### config.mk
export PLATFORM = sky130hd
export DESIGN_NAME = mem_access_sequencer_flat
export DESIGN_NICKNAME = d
export VERILOG_FILES = /design/src/rtl/mem_access_sequencer_if.sv /design/src/rtl/mem_access_sequencer.sv /design/src/flat_wrapper.sv
export SDC_FILE = /design/constraint.sdc
export NUM_CORES = 1
export LEC_CHECK = 0
export CORE_UTILIZATION = 45
export CTS_CLUSTER_DIAMETER = 100
export DETAILED_ROUTE_END_ITERATION = 8
export PLACE_DENSITY_LB_ADDON = 0.15
export SYNTH_ARGS = -nofsm -noshare
export SYNTH_HDL_FRONTEND = slang
export SYNTH_SLANG_ARGS = --single-unit
export TNS_END_PERCENT = 20
### constraint.sdc
create_clock -name clk -period 4.7 [get_ports clk]
set_input_delay 0.705 -clock clk [delete_from_list [all_inputs] [get_ports clk]]
set_output_delay 0.705 -clock clk [all_outputs]
set_load 0.02 [all_outputs]
### src/rtl/mem_access_sequencer_if.sv
// Request/response and memory-side signals of the multicycle memory access sequencer.
// slave: the sequencer itself; master: control unit plus memory system.
interface mem_access_sequencer_if #(
  parameter int DATA_WIDTH = 32
);
  logic                  req_valid_i;
  logic [1:0]            req_type_i;
  logic [DATA_WIDTH-1:0] req_addr_i;
  logic [DATA_WIDTH-1:0] req_wdata_i;
  logic                  req_ready_o;
  logic                  pc_write_i;
  logic [DATA_WIDTH-1:0] pc_next_i;
  logic [DATA_WIDTH-1:0] mem_rdata_i;
  logic [DATA_WIDTH-1:0] mem_addr_o;
  logic                  mem_we_o;
  logic [DATA_WIDTH-1:0] mem_wdata_o;
  logic [DATA_WIDTH-1:0] pc_o;
  logic [DATA_WIDTH-1:0] ir_o;
  logic [DATA_WIDTH-1:0] mdr_o;
  logic                  done_o;
  logic                  err_o;

  modport slave (
    input  req_valid_i, req_type_i, req_addr_i, req_wdata_i, pc_write_i, pc_next_i, mem_rdata_i,
    output req_ready_o, mem_addr_o, mem_we_o, mem_wdata_o, pc_o, ir_o, mdr_o, done_o, err_o
  );

  modport master (
    output req_valid_i, req_type_i, req_addr_i, req_wdata_i, pc_write_i, pc_next_i, mem_rdata_i,
    input  req_ready_o, mem_addr_o, mem_we_o, mem_wdata_o, pc_o, ir_o, mdr_o, done_o, err_o
  );
endinterface

### src/rtl/mem_access_sequencer.sv
// Multicycle PC/IR/MDR sequencer in front of a registered-address unified memory.
// Reads complete in 3 cycles, stores in 2; misaligned or reserved requests error out in 1.
module mem_access_sequencer #(
  parameter int                    DATA_WIDTH = 32,
  parameter logic [DATA_WIDTH-1:0] RESET_PC   = 32'h0040_0000
) (
  input  logic                  clk,
  input  logic                  reset,
  mem_access_sequencer_if.slave bus
);
  typedef enum logic [1:0] {IDLE, RD_ADDR, RD_CAPT, WR} state_t;

  state_t                state;
  logic [DATA_WIDTH-1:0] pc_q;
  logic [DATA_WIDTH-1:0] addr_q;
  logic [DATA_WIDTH-1:0] wdata_q;
  logic [DATA_WIDTH-1:0] ir_q;
  logic [DATA_WIDTH-1:0] mdr_q;
  logic                  fetch_q;
  logic                  we_q;
  logic                  done_q;
  logic                  err_q;
  logic                  misaligned;

  assign misaligned      = (bus.req_addr_i[1:0] != 2'b00);
  assign bus.req_ready_o = (state == IDLE) && !bus.pc_write_i;
  assign bus.mem_addr_o  = addr_q;
  assign bus.mem_we_o    = we_q;
  assign bus.mem_wdata_o = wdata_q;
  assign bus.pc_o        = pc_q;
  assign bus.ir_o        = ir_q;
  assign bus.mdr_o       = mdr_q;
  assign bus.done_o      = done_q;
  assign bus.err_o       = err_q;

  always_ff @(posedge clk or negedge reset) begin
    if (!reset) begin
      state   <= IDLE;
      pc_q    <= RESET_PC;
      addr_q  <= RESET_PC;
      wdata_q <= '0;
      ir_q    <= '0;
      mdr_q   <= '0;
      fetch_q <= 1'b0;
      we_q    <= 1'b0;
      done_q  <= 1'b0;
      err_q   <= 1'b0;
    end else begin
      done_q <= 1'b0;
      err_q  <= 1'b0;
      we_q   <= 1'b0;
      case (state)
        IDLE: begin
          // A PC redirect takes priority and blocks acceptance for that cycle.
          if (bus.pc_write_i) begin
            pc_q <= {bus.pc_next_i[DATA_WIDTH-1:2], 2'b00};
          end else if (bus.req_valid_i) begin
            case (bus.req_type_i)
              2'b00: begin
                addr_q  <= pc_q;
                fetch_q <= 1'b1;
                state   <= RD_ADDR;
              end
              2'b01: begin
                if (misaligned) begin
                  done_q <= 1'b1;
                  err_q  <= 1'b1;
                end else begin
                  addr_q  <= bus.req_addr_i;
                  fetch_q <= 1'b0;
                  state   <= RD_ADDR;
                end
              end
              2'b10: begin
                if (misaligned) begin
                  done_q <= 1'b1;
                  err_q  <= 1'b1;
                end else begin
                  addr_q  <= bus.req_addr_i;
                  wdata_q <= bus.req_wdata_i;
                  we_q    <= 1'b1;
                  state   <= WR;
                end
              end
              default: begin
                done_q <= 1'b1;
                err_q  <= 1'b1;
              end
            endcase
          end
        end
        RD_ADDR: state <= RD_CAPT;
        RD_CAPT: begin
          if (fetch_q) begin
            ir_q <= bus.mem_rdata_i;
            pc_q <= pc_q + DATA_WIDTH'(4);
          end else begin
            mdr_q <= bus.mem_rdata_i;
          end
          done_q <= 1'b1;
          state  <= IDLE;
        end
        WR: begin
          done_q <= 1'b1;
          state  <= IDLE;
        end
        default: state <= IDLE;
      endcase
    end
  end
endmodule
### src/flat_wrapper.sv
// flat-port wrapper written by rule: the top's interface ports become plain ports
module mem_access_sequencer_flat 
#(
  parameter int                    DATA_WIDTH = 32,
  parameter logic [DATA_WIDTH-1:0] RESET_PC   = 32'h0040_0000
)
  (clk, reset, bus_req_valid_i, bus_req_type_i, bus_req_addr_i, bus_req_wdata_i, bus_pc_write_i, bus_pc_next_i, bus_mem_rdata_i, bus_req_ready_o, bus_mem_addr_o, bus_mem_we_o, bus_mem_wdata_o, bus_pc_o, bus_ir_o, bus_mdr_o, bus_done_o, bus_err_o);
  mem_access_sequencer_if #(.DATA_WIDTH(DATA_WIDTH)) bus_i ();
  input  logic clk;
  input  logic reset;
  input wire logic [$bits(bus_i.req_valid_i)-1:0] bus_req_valid_i;
  input wire logic [$bits(bus_i.req_type_i)-1:0] bus_req_type_i;
  input wire logic [$bits(bus_i.req_addr_i)-1:0] bus_req_addr_i;
  input wire logic [$bits(bus_i.req_wdata_i)-1:0] bus_req_wdata_i;
  input wire logic [$bits(bus_i.pc_write_i)-1:0] bus_pc_write_i;
  input wire logic [$bits(bus_i.pc_next_i)-1:0] bus_pc_next_i;
  input wire logic [$bits(bus_i.mem_rdata_i)-1:0] bus_mem_rdata_i;
  output wire logic [$bits(bus_i.req_ready_o)-1:0] bus_req_ready_o;
  output wire logic [$bits(bus_i.mem_addr_o)-1:0] bus_mem_addr_o;
  output wire logic [$bits(bus_i.mem_we_o)-1:0] bus_mem_we_o;
  output wire logic [$bits(bus_i.mem_wdata_o)-1:0] bus_mem_wdata_o;
  output wire logic [$bits(bus_i.pc_o)-1:0] bus_pc_o;
  output wire logic [$bits(bus_i.ir_o)-1:0] bus_ir_o;
  output wire logic [$bits(bus_i.mdr_o)-1:0] bus_mdr_o;
  output wire logic [$bits(bus_i.done_o)-1:0] bus_done_o;
  output wire logic [$bits(bus_i.err_o)-1:0] bus_err_o;
  assign bus_i.req_valid_i = bus_req_valid_i;
  assign bus_i.req_type_i = bus_req_type_i;
  assign bus_i.req_addr_i = bus_req_addr_i;
  assign bus_i.req_wdata_i = bus_req_wdata_i;
  assign bus_i.pc_write_i = bus_pc_write_i;
  assign bus_i.pc_next_i = bus_pc_next_i;
  assign bus_i.mem_rdata_i = bus_mem_rdata_i;
  assign bus_req_ready_o = bus_i.req_ready_o;
  assign bus_mem_addr_o = bus_i.mem_addr_o;
  assign bus_mem_we_o = bus_i.mem_we_o;
  assign bus_mem_wdata_o = bus_i.mem_wdata_o;
  assign bus_pc_o = bus_i.pc_o;
  assign bus_ir_o = bus_i.ir_o;
  assign bus_mdr_o = bus_i.mdr_o;
  assign bus_done_o = bus_i.done_o;
  assign bus_err_o = bus_i.err_o;
  mem_access_sequencer #(.DATA_WIDTH(DATA_WIDTH), .RESET_PC(RESET_PC)) u_core (.clk(clk), .reset(reset), .bus(bus_i));
endmodule
==> out/results.ini <==
[status]
outcome = completed

[finish]
fin_cells = 1192
mostFrequentLayoutCells = clkdlybuf4s50_1, dfrtp_1, nand2_1
utilization_pct = 69.5
diodes = 0
layout_top_cell = clkdlybuf4s50_1
syn2layout_area_growth_pct = 50.3
fin_nets = 1102
fillCellCount = 1266
drive_above_1_share_pct = 12.8

[logic_synthesis]
ys_sh_aoi_pct = 8.40
synth_xor_xnor_area_share_pct = 0
synth.largest_area_cell = dfrtp_1
top_area_share_pct = 55.2
ys_ff = 164
yosys.area_share.simple_pct = 17.6
netlist_area_um2 = 7340
synth_area_per_cell_um2 = 10.7
most_common_cell = dfrtp_1
area_leaders = dfrtp_1, mux2_2, nand2_1
common_cells = dfrtp_1, nand2_1, mux2_2
synth.cellmix.adderShare_pct = 0.852
synth_top_flop_cell = dfrtp_1
synth_chip_area_um2 = 7340
async_flop_share_pct = 100
netlist_instances = 683
yosys_warnings = 0
mux_share_pct = 14.2

[die]
chipArea_um2 = 16800
io_pins = 298
coreArea_um2 = 15900
rows = 46
fp_util_pct = 46.2
die_w_um = 130

[power_and_ir_drop]
p_per_area_nw_per_um2 = 530
pwr-share-clk_pct = 24.3
combPwrFrac_pct = 38.5
totalPowerFinal_mw = 5.85
pg_comb_mw = 2.25
top_power_group = combinational cells
sequentialPower_mw = 2.17
max-vdd-ir-drop_mv = 0.390
p_sw_mw = 2.04
power_frac_seq_pct = 37.2
p_int_mw = 3.81

[placed_design]
place_ws_ps = 1530
gp_congestion = 0.855
port_buffers = 293
place_inst = 1160
dpl-instance-area_um2 = 10400

[final_timing]
rsz0062_at_grt = no
setup_tns_ps = 0
fmax_ghz = 0.370
worstMarginPinSlew_ps = 1040
hold_slack_ps = 389
fin_crit_ps = 2700
drv_slew = 0
max_slew_margin_pct = 30.9
setup_violations = 0
hold_violations = 0
fin_crit_sh_pct = 57.4

[detailed_routing]
ant_nets = 0
highest_layer = met4
route.detailed.wl_per_inst_um = 16.9
drt_pass1_iterations = 4
vias_per_cell = 5.14
dr.first_iter.drc_count = 343
num_vias = 6124
met2WireLength_mm = 9.74
wl_met1_mm = 8.34
drc_errors = 0
route.met3.wl_mm = 1.72

[global_routing]
met1_usage_pct = 29.3
gr-usage-all-layers_pct = 24.2
antenna_found_initial = 0
grt_overflow = 0
grt_pass1_wl_mm = 30.9
grt_busiest_layer = met2
grt.met2_usage_pct = 39.4
grt_max_degree = 107

[worst_setup_path]
crit_path_start = bus_pc_write_i
crit_slowest_cell = clkdlybuf4s50_1
worstSetupEndpointType = primary output
cpMostUsedCell = clkdlybuf4s50_1
cp.required_ps = 3990
ff2ff_path_depth = 5
crit_buf_inv = 2
r2r-start = u_core.bus.pc_o[9]
path_depth = 3
worstSetupPathType = in -> out
crit_chain = clkdlybuf4s50_1 > nor3_1 > clkdlybuf4s50_1
max_stage_delay_ps = 660
cp_max_fo = 3
r2r_end = u_core.bus.pc_o[29]
arrival_ps = 2000
r2r_slack_ps = 2390

[clocking]
clkLatencyLatePin_ps = 430
cts_tree = yes
ctsHoldBuffers = 0
clockRootBuffer = clkbuf_16
ctsHtreeMaxLevel = 4
cts_setup_buffers = 0

[min_path]
holdCritPathClass = in -> async

[job]
warning_count = 33
cap_violations = 0

[state kept, by name, indices dropped and copies added, names as in the netlist]
signal,count
u_core.bus.pc_o,30
u_core.bus.mem_we_o,1
u_core.bus.ir_o,32
u_core.bus.done_o,1
u_core.bus.mdr_o,32
u_core.bus.mem_addr_o,32
u_core.fetch_q,1
u_core.bus.err_o,1
u_core.bus.mem_wdata_o,32
u_core.state,2
[worst reg2reg max path, delay by kind of cell (launching register included)]
| kind | cells | cell delay (ps) |
|---|---|---|
| flops | 1 | 540 |
| compound gates | 2 | 400 |
| simple gates | 3 | 1270 |
[cell type report]
type	instances	area (um^2)	area share [%]
clock inverters	13	144	1.30
flip-flops and latches	164	4110	37.2
well taps	216	270	2.45
multi-input cells	472	3030	27.5
repair buffers	303	3010	27.3
inverters	5	18.8	0.170
clock buffers	19	453	4.10
==> images/flops_by_reg.png <==
Scale: 3 px per um.
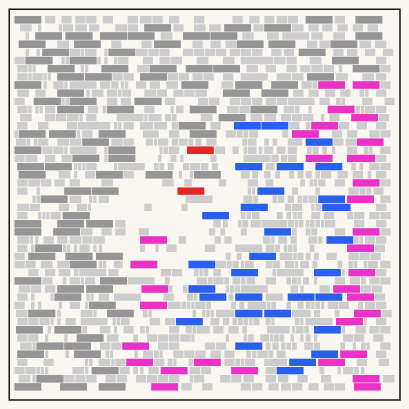
legend:
  blue:
    netlist_name: u_core.bus.pc_o
    sequential_cells: 30
  red:
    netlist_name: u_core.state
    sequential_cells: 2
  magenta:
    netlist_name: u_core.bus.mem_addr_o
    sequential_cells: 32
not coloured: 100

==> images/clocks.png <==
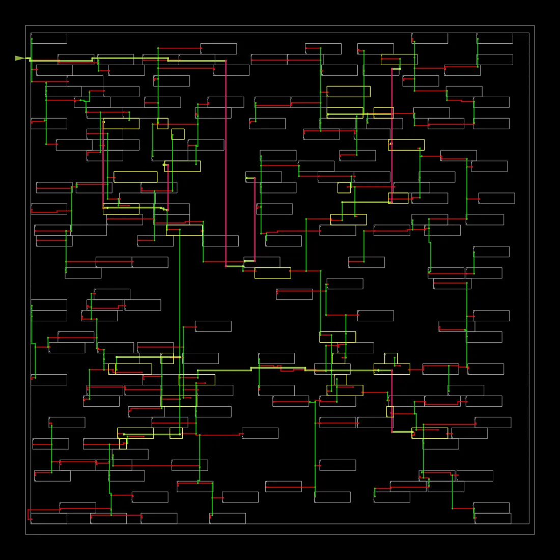
total CTS buffers: 17
clk sink count: 164

==> images/logic_types.png <==
Scale: 4 px per um.
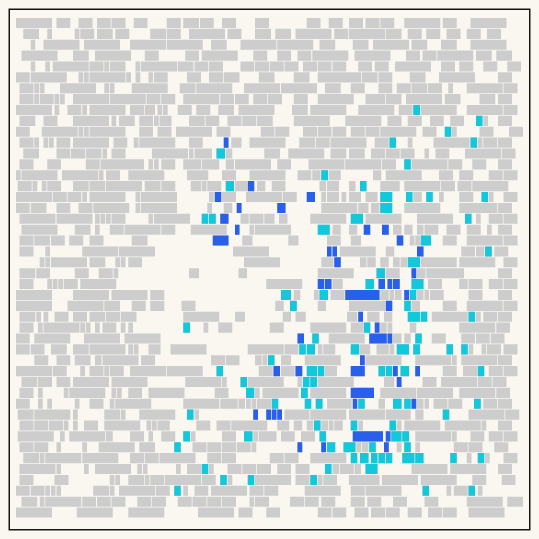
legend:
  cyan:
    family: inverting AOI/OAI gates
    cells: 98
    most_used: o21ai_0
  blue:
    family: NOR gates
    cells: 49
    most_used: nor2_1

==> images/io_fan.png <==
Scale: 3 px per um.
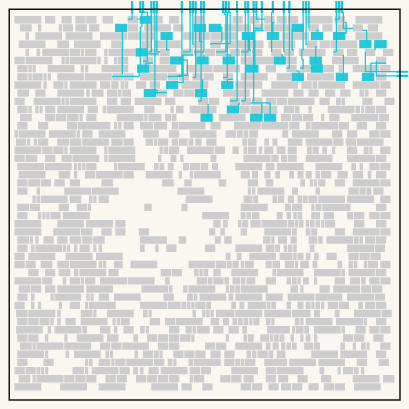
legend:
  cyan:
    port: bus_req_wdata_i
    direction: input
    edge: 30 top, 2 right
    end_cells: 32
    buffers: 32
    wire: 768 um

==> images/cell_density.png <==
Scale: 2 px per um. The die is cut into 13 by 13 equal tiles; dark purple is low, yellow is high, 0 to 100% covered.
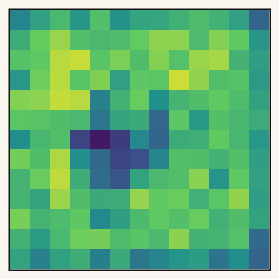
fullest tile: 92%
tiles over 75% full: 24%
mean over tiles: 64%
emptiest ninth of the die: centre

No activity file was given, so power comes from the tool's default toggle rates.
